--- config.mk ---
export PLATFORM = sky130hd
export DESIGN_NAME = wb_stage
export DESIGN_NICKNAME = d
export VERILOG_FILES = /design/src/rtl/wb_stage.sv
export SDC_FILE = /design/constraint.sdc
export NUM_CORES = 1
export LEC_CHECK = 0
export CAP_MARGIN = 20
export CORE_AREA = 2 2 80 82
export CTS_BUF_LIST = sky130_fd_sc_hd__clkbuf_16
export DETAILED_ROUTE_END_ITERATION = 8
export DIE_AREA = 0 0 82 84
export HOLD_SLACK_MARGIN = 0.08
export PLACE_DENSITY = 0.76
export REMOVE_ABC_BUFFERS = 1
export SLEW_MARGIN = 15
export SYNTH_ARGS = -nofsm -noshare
export SYNTH_HDL_FRONTEND = slang
export SYNTH_SLANG_ARGS = --single-unit
--- constraint.sdc ---
create_clock -name clk_i -period 2.4 [get_ports clk_i]
set_input_delay 0.48 -clock clk_i [delete_from_list [all_inputs] [get_ports clk_i]]
set_output_delay 0.48 -clock clk_i [all_outputs]
set_load 0.03 [all_outputs]
--- src/rtl/wb_stage.sv ---
// Write-back stage: turns accepted results into one or two register-file
// write cycles and counts committed writes.
module wb_stage #(
  parameter int             D          = 16,
  parameter int             R          = 4,
  parameter int             F          = 4,
  parameter int             C          = 16,
  parameter logic [F-1:0]   PAIR_FUNCT = 4'hF,
  parameter logic [F-1:0]   NOWB_FUNCT = 4'h0
) (
  input  logic         clk_i,
  input  logic         rst_i,
  input  logic         valid_i,
  output logic         ready_o,
  input  logic [F-1:0] funct4_i,
  input  logic [R-1:0] rd_i,
  input  logic [D-1:0] res_lo_i,
  input  logic [D-1:0] res_hi_i,
  output logic         we3,
  output logic [R-1:0] wa3,
  output logic [D-1:0] wd3,
  output logic [C-1:0] wb_count_o
);

  typedef enum logic [1:0] {IDLE, LO, HI} state_t;

  state_t       state_reg, state_next;
  logic [F-1:0] funct_reg;
  logic [R-1:0] rd_reg;
  logic [D-1:0] hi_reg;
  logic         pair_q;
  logic         accept;
  logic         load_lo;
  logic         load_hi;

  // The low word goes straight into wd3 at accept, so only the high word
  // needs holding for the second half of a pair.
  assign pair_q  = (funct_reg == PAIR_FUNCT);
  assign ready_o = !(state_reg == LO && pair_q);
  assign accept  = valid_i && ready_o;
  assign we3     = (state_reg == LO) || (state_reg == HI);

  always_comb begin
    state_next = IDLE;
    load_lo    = 1'b0;
    load_hi    = 1'b0;
    if (state_reg == LO && pair_q) begin
      state_next = HI;
      load_hi    = 1'b1;
    end else if (accept && funct4_i != NOWB_FUNCT) begin
      state_next = LO;
      load_lo    = 1'b1;
    end
  end

  always_ff @(posedge clk_i or posedge rst_i) begin
    if (rst_i) begin
      state_reg  <= IDLE;
      funct_reg  <= '0;
      rd_reg     <= '0;
      hi_reg     <= '0;
      wa3        <= '0;
      wd3        <= '0;
      wb_count_o <= '0;
    end else begin
      state_reg <= state_next;
      if (accept) begin
        funct_reg <= funct4_i;
        rd_reg    <= rd_i;
        hi_reg    <= res_hi_i;
      end
      // Second pair address wraps within the register file.
      if (load_lo) begin
        wa3 <= rd_i;
        wd3 <= res_lo_i;
      end else if (load_hi) begin
        wa3 <= rd_reg + R'(1);
        wd3 <= hi_reg;
      end
      if (we3) begin
        wb_count_o <= wb_count_o + C'(1);
      end
    end
  end

endmodule
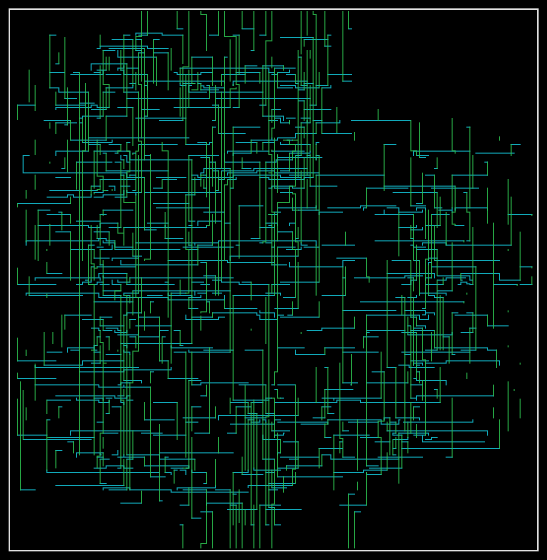
*Wiring by layer*
Only two layers are drawn.
legend:
  green:
    layer: metal 2
    wire_length: 2810 um
  cyan:
    layer: metal 1
    wire_length: 2470 um

==> out/summary.log <==
INFO  power          dominant_power_group=registers
INFO  power          power_sequential=1330uW
INFO  setup_path     timing.critical_path.fanout_max=5
INFO  logic_synthesis netlist_instances=230
INFO  global_route   grt_max_degree=26
INFO  floorplanning  coreArea=6100um^2
INFO  clock_tree     cts_made_buffers=9
INFO  routing        postRouteAntennaNets=0
INFO  place          post-place-cells=384
INFO  setup_path     type_of_the_setup_path_with_the_least_slack=flop to output pin
INFO  logic_synthesis synth-edff-count=0
INFO  sta            setup_viol=0
INFO  final_layout   final.fill_count=484
INFO  sta            finalWorstSetupSlack=0.102ns
INFO  setup_path     r2r.worst_path.cells=5
INFO  setup_path     startpoint_type=flop
INFO  sta            worst_pin_slew=0.884ns
INFO  power          p_clk=1240uW
INFO  routing        wl_met1=2.47mm
INFO  final_layout   comb_area=1040um^2
INFO  final_layout   area.share.combinational=26.9%
INFO  logic_synthesis flop_cell=dfrtp_1
INFO  setup_path     critical_path_cell_count=3
INFO  final_layout   insertedDiodeCount=0
INFO  sta            finalHoldViolations=0
INFO  sta            final-max-slew-violation-count=0
INFO  floorplanning  io_pins=81
INFO  final_layout   fin_util=63.4%
INFO  power          comb_power_share=23.2%
INFO  global_route   grt_overflow=0
INFO  setup_path     cp_slowest_stage_delay=0.67ns
INFO  routing        dr_wl_met3=509um
INFO  final_layout   final-clk-cell-share=7.52%
INFO  logic_synthesis synth.ff_latch_count=62
INFO  place          pre_cts_ws=0.118ns
INFO  routing        avgRoutedWirePerCell=14.8um
INFO  flow_run       cap_viol_max_count=0
INFO  logic_synthesis ys_top_cells_by_count=62 x dfrtp_1, 37 x a21oi_1, 25 x mux2_2, 24 x nand2_1, 22 x nor2_1
INFO  routing        top_signal_layer_used=met4
INFO  floorplanning  fp-utilization=43.7%
INFO  power          power_switching=979uW
INFO  setup_path     critical_path.reg2reg.endpoint=wb_count_o[15]$_DFFE_PP0P_
INFO  run_status     status=completed
INFO  clock_tree     cts-resized-gates=0
INFO  routing        finalWirelength=5.90mm
INFO  floorplanning  chipHeight=84um
INFO  logic_synthesis post-synth-top-area-fraction=58.3%
INFO  power          power_per_cell_area=866nW/um^2
INFO  setup_path     combined_buffer_and_inverter_count_along_the_critical_path=2
INFO  setup_path     worst_path_max_delay_cell=clkdlybuf4s50_1
INFO  setup_path     crit_path_cell_trace=ha_1, inv_1, clkdlybuf4s50_1
INFO  final_layout   sequential_cell_count=62
INFO  global_route   gr_util_all_layers=19.2%
INFO  sta            rsz_0062_raised_after_global_routing=false
INFO  final_layout   inv_count=6
INFO  place          detailed_place.area=3570um^2
INFO  worst_hold_path worstHoldPathType=flop to flop
INFO  setup_path     critPathLaunch=state_reg[0]$_DFF_PP0_
INFO  final_layout   fraction_of_area_in_registers=40.2%
INFO  final_layout   syn2layout_area_growth=45.1%
INFO  final_layout   num-clock-buffers=9
INFO  logic_synthesis yosys-dominant-comb-family=simple AND/OR/NAND/NOR gates
INFO  logic_synthesis post-synth-top-count-cell=dfrtp_1
INFO  logic_synthesis ys_sh_xor=5.59%
INFO  power          p_leak=0.00168uW
INFO  clock_tree     ctsHtreeMaxLevel=3
INFO  clock_tree     cts_tree=done
INFO  global_route   grtUsageMet3=8.55%
INFO  place          detailedPlacementHpwl=4.12mm
INFO  logic_synthesis netlist_top_cells_area=dfrtp_1 58%, mux2_2 11%, a21oi_1 7.0%, nand2_1 3.4%, xnor2_1 3.3%
INFO  routing        vias_per_cell=5.09
INFO  logic_synthesis postSynthSeqShare=58.3%
INFO  floorplanning  die_area=6890um^2
INFO  global_route   grt_first_pass_wirelength=9.91mm
INFO  clock_tree     clock_root_buffer=clkbuf_16
INFO  sta            fin_worst_skew=0.00600ns
INFO  floorplanning  die_w=82um
INFO  sta            min_period=2.30ns
INFO  sta            max_freq=435MHz
INFO  routing        wl_met2=2.81mm
INFO  final_layout   layout.nets=364
INFO  final_layout   layout-drive-gt1-share=17.3%
INFO  logic_synthesis mux_share=10.6%
INFO  routing        drt-initial-drc-count=56
INFO  clock_tree     clk_transition_reported_paths=0.05ns
INFO  sta            max-slew-margin-rel=41.1%
INFO  logic_synthesis ys_sh_adder=1.41%
INFO  clock_tree     tritoncts_num_sinks=62
INFO  setup_path     critPathRequiredTime=1.92ns
INFO  logic_synthesis synth-async-reset-ratio=100%
INFO  global_route   gr-usage-met1=22.7%
INFO  logic_synthesis yosys.area.top_type=dfrtp_1
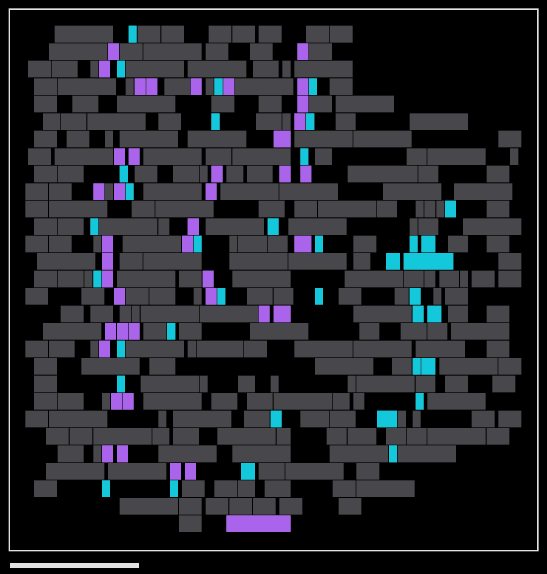
*Selected gate families*
Bar = 20 um.
legend:
  purple:
    family: inverting AOI/OAI gates
    cells: 41
  cyan:
    family: NAND gates
    cells: 36

Power is estimated from default activity; no workload was simulated.
